==> images/congestion_map.png <==
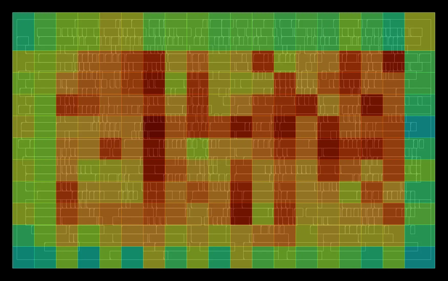
==> images/m3.png <==
Bar = 50 um.
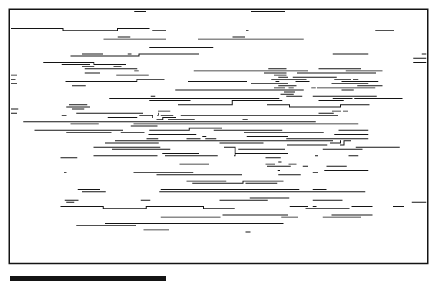
==> images/ff_map.png <==
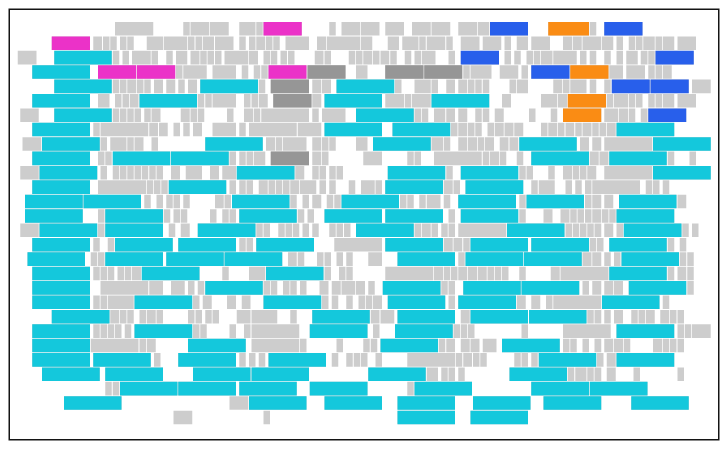
==> images/gates.png <==
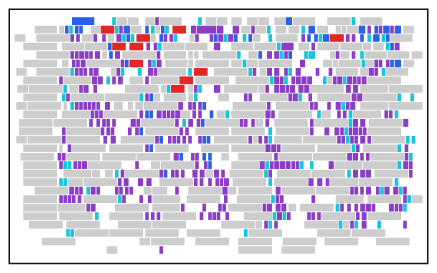
==> images/m2.png <==
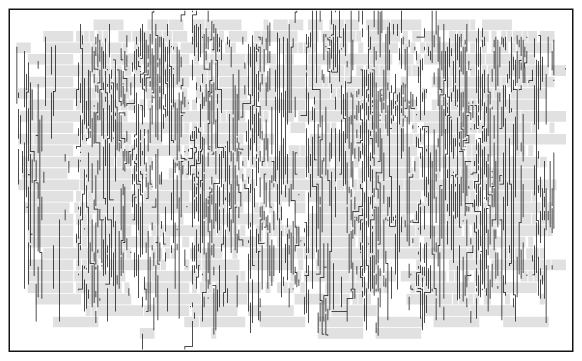
[src/rtl/sync_fifo_lvl.sv]
// Single-clock FIFO using all 2**AW entries, with a fill-level output, programmable
// almost-full/almost-empty, sticky overflow/underflow, synchronous flush and optional FWFT read.
module sync_fifo_lvl #(
  parameter int DW        = 8,
  parameter int AW        = 4,
  parameter bit FWFT      = 1'b0,
  parameter int AF_THRESH = (2**AW) - 1,
  parameter int AE_THRESH = 1
) (
  input  logic          clk,
  input  logic          rst,
  input  logic          flush_i,
  input  logic          clr_flags_i,
  input  logic          wr_en_i,
  input  logic [DW-1:0] wr_data_i,
  input  logic          rd_en_i,
  output logic [DW-1:0] rd_data_o,
  output logic          full_o,
  output logic          empty_o,
  output logic          almost_full_o,
  output logic          almost_empty_o,
  output logic [AW:0]   level_o,
  output logic          overflow_o,
  output logic          underflow_o
);

  localparam int            DEPTH   = 2**AW;
  localparam logic [AW:0]   DEPTH_L = (AW+1)'(DEPTH);
  localparam logic [AW:0]   AF_L    = (AW+1)'(AF_THRESH);
  localparam logic [AW:0]   AE_L    = (AW+1)'(AE_THRESH);
  localparam logic [AW:0]   LVL_ONE = (AW+1)'(1);
  localparam logic [AW-1:0] PTR_ONE = AW'(1);

  logic [DW-1:0] mem [DEPTH];
  logic [AW-1:0] wr_ptr, rd_ptr;
  logic [AW:0]   level;
  logic          do_rd, do_wr;
  logic          wr_accept, rd_accept;
  logic          ovf_q, udf_q;

  // Handshake: a read is taken when requested and not empty; a write is taken when
  // requested and there is room, where a simultaneous read frees the slot of a full FIFO.
  assign do_rd     = rd_en_i & ~empty_o;
  assign do_wr     = wr_en_i & (~full_o | do_rd);
  assign wr_accept = do_wr & ~flush_i;
  assign rd_accept = do_rd & ~flush_i;

  assign full_o         = (level == DEPTH_L);
  assign empty_o        = (level == '0);
  assign almost_full_o  = (level >= AF_L);
  assign almost_empty_o = (level <= AE_L);
  assign level_o        = level;
  assign overflow_o     = ovf_q;
  assign underflow_o    = udf_q;

  // Storage has no reset so it can map onto block RAM.
  always_ff @(posedge clk) begin
    if (wr_accept) mem[wr_ptr] <= wr_data_i;
  end

  always_ff @(posedge clk) begin
    if (rst) begin
      wr_ptr <= '0;
      rd_ptr <= '0;
      level  <= '0;
      ovf_q  <= 1'b0;
      udf_q  <= 1'b0;
    end else begin
      if (flush_i) begin
        wr_ptr <= '0;
        rd_ptr <= '0;
        level  <= '0;
      end else begin
        if (wr_accept) wr_ptr <= wr_ptr + PTR_ONE;
        if (rd_accept) rd_ptr <= rd_ptr + PTR_ONE;
        case ({do_wr, do_rd})
          2'b10:   level <= level + LVL_ONE;
          2'b01:   level <= level - LVL_ONE;
          default: level <= level;
        endcase
      end
      // A new event outranks a clear arriving in the same cycle; flushed requests raise nothing.
      ovf_q <= (ovf_q & ~clr_flags_i) | (~flush_i & wr_en_i & ~do_wr);
      udf_q <= (udf_q & ~clr_flags_i) | (~flush_i & rd_en_i & empty_o);
    end
  end

  generate
    if (FWFT) begin : g_fwft
      assign rd_data_o = mem[rd_ptr];
    end else begin : g_reg
      logic [DW-1:0] rd_q;
      always_ff @(posedge clk) begin
        if (rst)            rd_q <= '0;
        else if (rd_accept) rd_q <= mem[rd_ptr];
      end
      assign rd_data_o = rd_q;
    end
  endgenerate

endmodule

[config.mk]
export PLATFORM = sky130hd
export DESIGN_NAME = sync_fifo_lvl
export DESIGN_NICKNAME = d
export VERILOG_FILES = /design/src/rtl/sync_fifo_lvl.sv
export SDC_FILE = /design/constraint.sdc
export NUM_CORES = 1
export LEC_CHECK = 0
export ABC_AREA = 1
export CAP_MARGIN = 15
export CORE_ASPECT_RATIO = 0.6
export CORE_UTILIZATION = 65
export DETAILED_ROUTE_END_ITERATION = 8
export GPL_ROUTABILITY_DRIVEN = 0
export GPL_TIMING_DRIVEN = 1
export PLACE_DENSITY = 0.85
export SLEW_MARGIN = 5
export SYNTH_ARGS = -nofsm -noshare
export SYNTH_HDL_FRONTEND = slang
export SYNTH_SLANG_ARGS = --single-unit
[constraint.sdc]
create_clock -name clk -period 3.1 [get_ports clk]
set_input_delay 0.62 -clock clk [delete_from_list [all_inputs] [get_ports clk]]
set_output_delay 0.62 -clock clk [all_outputs]
set_load 0.05 [all_outputs]
==> run notes <==
flow finished, numbers: core box area=9980 um^2, slowest CP cell=clkdlybuf4s50_1, vias in the first global route=4777, drt pass-1 iters=6, Syn Nets=722, Yosys top cell by area=edfxtp_1, die area=10800 um^2, Top cell excl fill/tap=nand2_1, startpoint types=flop, clock network contribution to total cell area=7.29%, mean cell area of the mapped netlist=9.70 um^2, delay-heaviest family, CP=buffers and inverters, Power per Cell Area=592 nW/um^2, most common cell in the netlist=nand2_1, pin count of the biggest net entering global routing=69, Seq Cell Count=151, FP Util=67.8%, status=finished, final reports clean, Post-Syn Area=6770 um^2, num rows=28, Top class by area=flip-flops and latches, number of buffers added on ports=32, Leak=3.30 nW, Clock Skews=8.83 ps, yosys cell count=698
About congestion_map.png:
met1 usage: 45.5%
M2 GR Usage: 49.8%

About m3.png:
main direction: horizontal
wire length on this layer: 2190 um
longest straight run: 93.6 um
share of all routed wire: 13%
nets with wire on the layer: 107

About ff_map.png:
| colour | name in the netlist | sequential cells | where |
|---|---|---|---|
| orange | rd_ptr | 4 | north-east |
| magenta | level_o | 5 | north-west |
| blue | rd_data_o | 8 | north-east |
| cyan | mem | 128 | spread over the die |
not coloured: 6
Sequential cell area: 4310 um^2
fin util: 77.8%
fraction of area in registers: 55.4%
Seq power: 2.24 mW

About gates.png:
| colour | family | cells |
|---|---|---|
| purple | nand cells | 334 |
| cyan | inv cells | 98 |
| blue | nor cells | 48 |
| red | fa/ha/maj cells | 10 |

About m2.png:
main direction: vertical
wire length on this layer: 7610 um
DR vias: 5012
aggregate routed wire length: 16700 um

-- registers in the layout, summed over array words and instances (netlist names) --
register,count
overflow_o,1
rd_data_o,8
rd_ptr,4
wr_ptr,4
mem,128
level_o,5
underflow_o,1
-- what timing repair did --
item | in CTS | in global routing
gates resized | 0 | 1
setup buffers | 0 | 0
setup endpoints to repair | 0 | 1
-- stage by stage --
stage | instance area, um^2 | instances | total power [mW] | hold WS, ps | setup slack [ps]
after floorplan | 6770 | 698 | 2.53 | 478 | 72.6
after global placement | 7200 | 850 | 2.66 | 474 | 522
after detailed placement | 7200 | 850 | 2.67 | 472 | 371
after CTS | 7770 | 882 | 4.60 | 479 | 53.7
after global routing | 7770 | 882 | 4.72 | 516 | 48.6
final | 7770 | 882 | 4.60 | 483 | 110
-- routing by layer --
layer	wire length (um)	part of all wire (%)	up-vias	track usage, %
li1	-	-	2329	-
met1	6580	40	2302	45.5
met2	7610	46	347	49.8
met3	2190	13	34	11.9
met4	275	1.6	0	10.7
met5	0	0	-	0
-- power by group --
group	internal, mW	switching (mW)
clock	1.16	0.790
sequential	2.23	0.0199
combinational	0.117	0.281
total	3.51	1.09
-- path summary, 6_finish.rpt --
check / start / to / slack, ps / cells past startpoint
setup / recovery: level_o[1] / full_o / 110 / 5
setup reg to reg: level_o[1] / mem[13][1] / 660 / 7
hold / removal: underflow_o / underflow_o / 480 / 2
hold reg to reg: underflow_o / underflow_o / 480 / 2
-- logic make-up after synthesis --
| group | share of synthesized area [%] |
|---|---|
| DFF | 63.5 |
| xor gates and xnor gates | 0.905 |
| adders and majority gates | 1.85 |
| buffers and inverters | 7.96 |
| AOI/OAI and AO/OA | 1.64 |
| and+or+nand+nor | 24.1 |
Power is estimated from default activity; no workload was simulated.
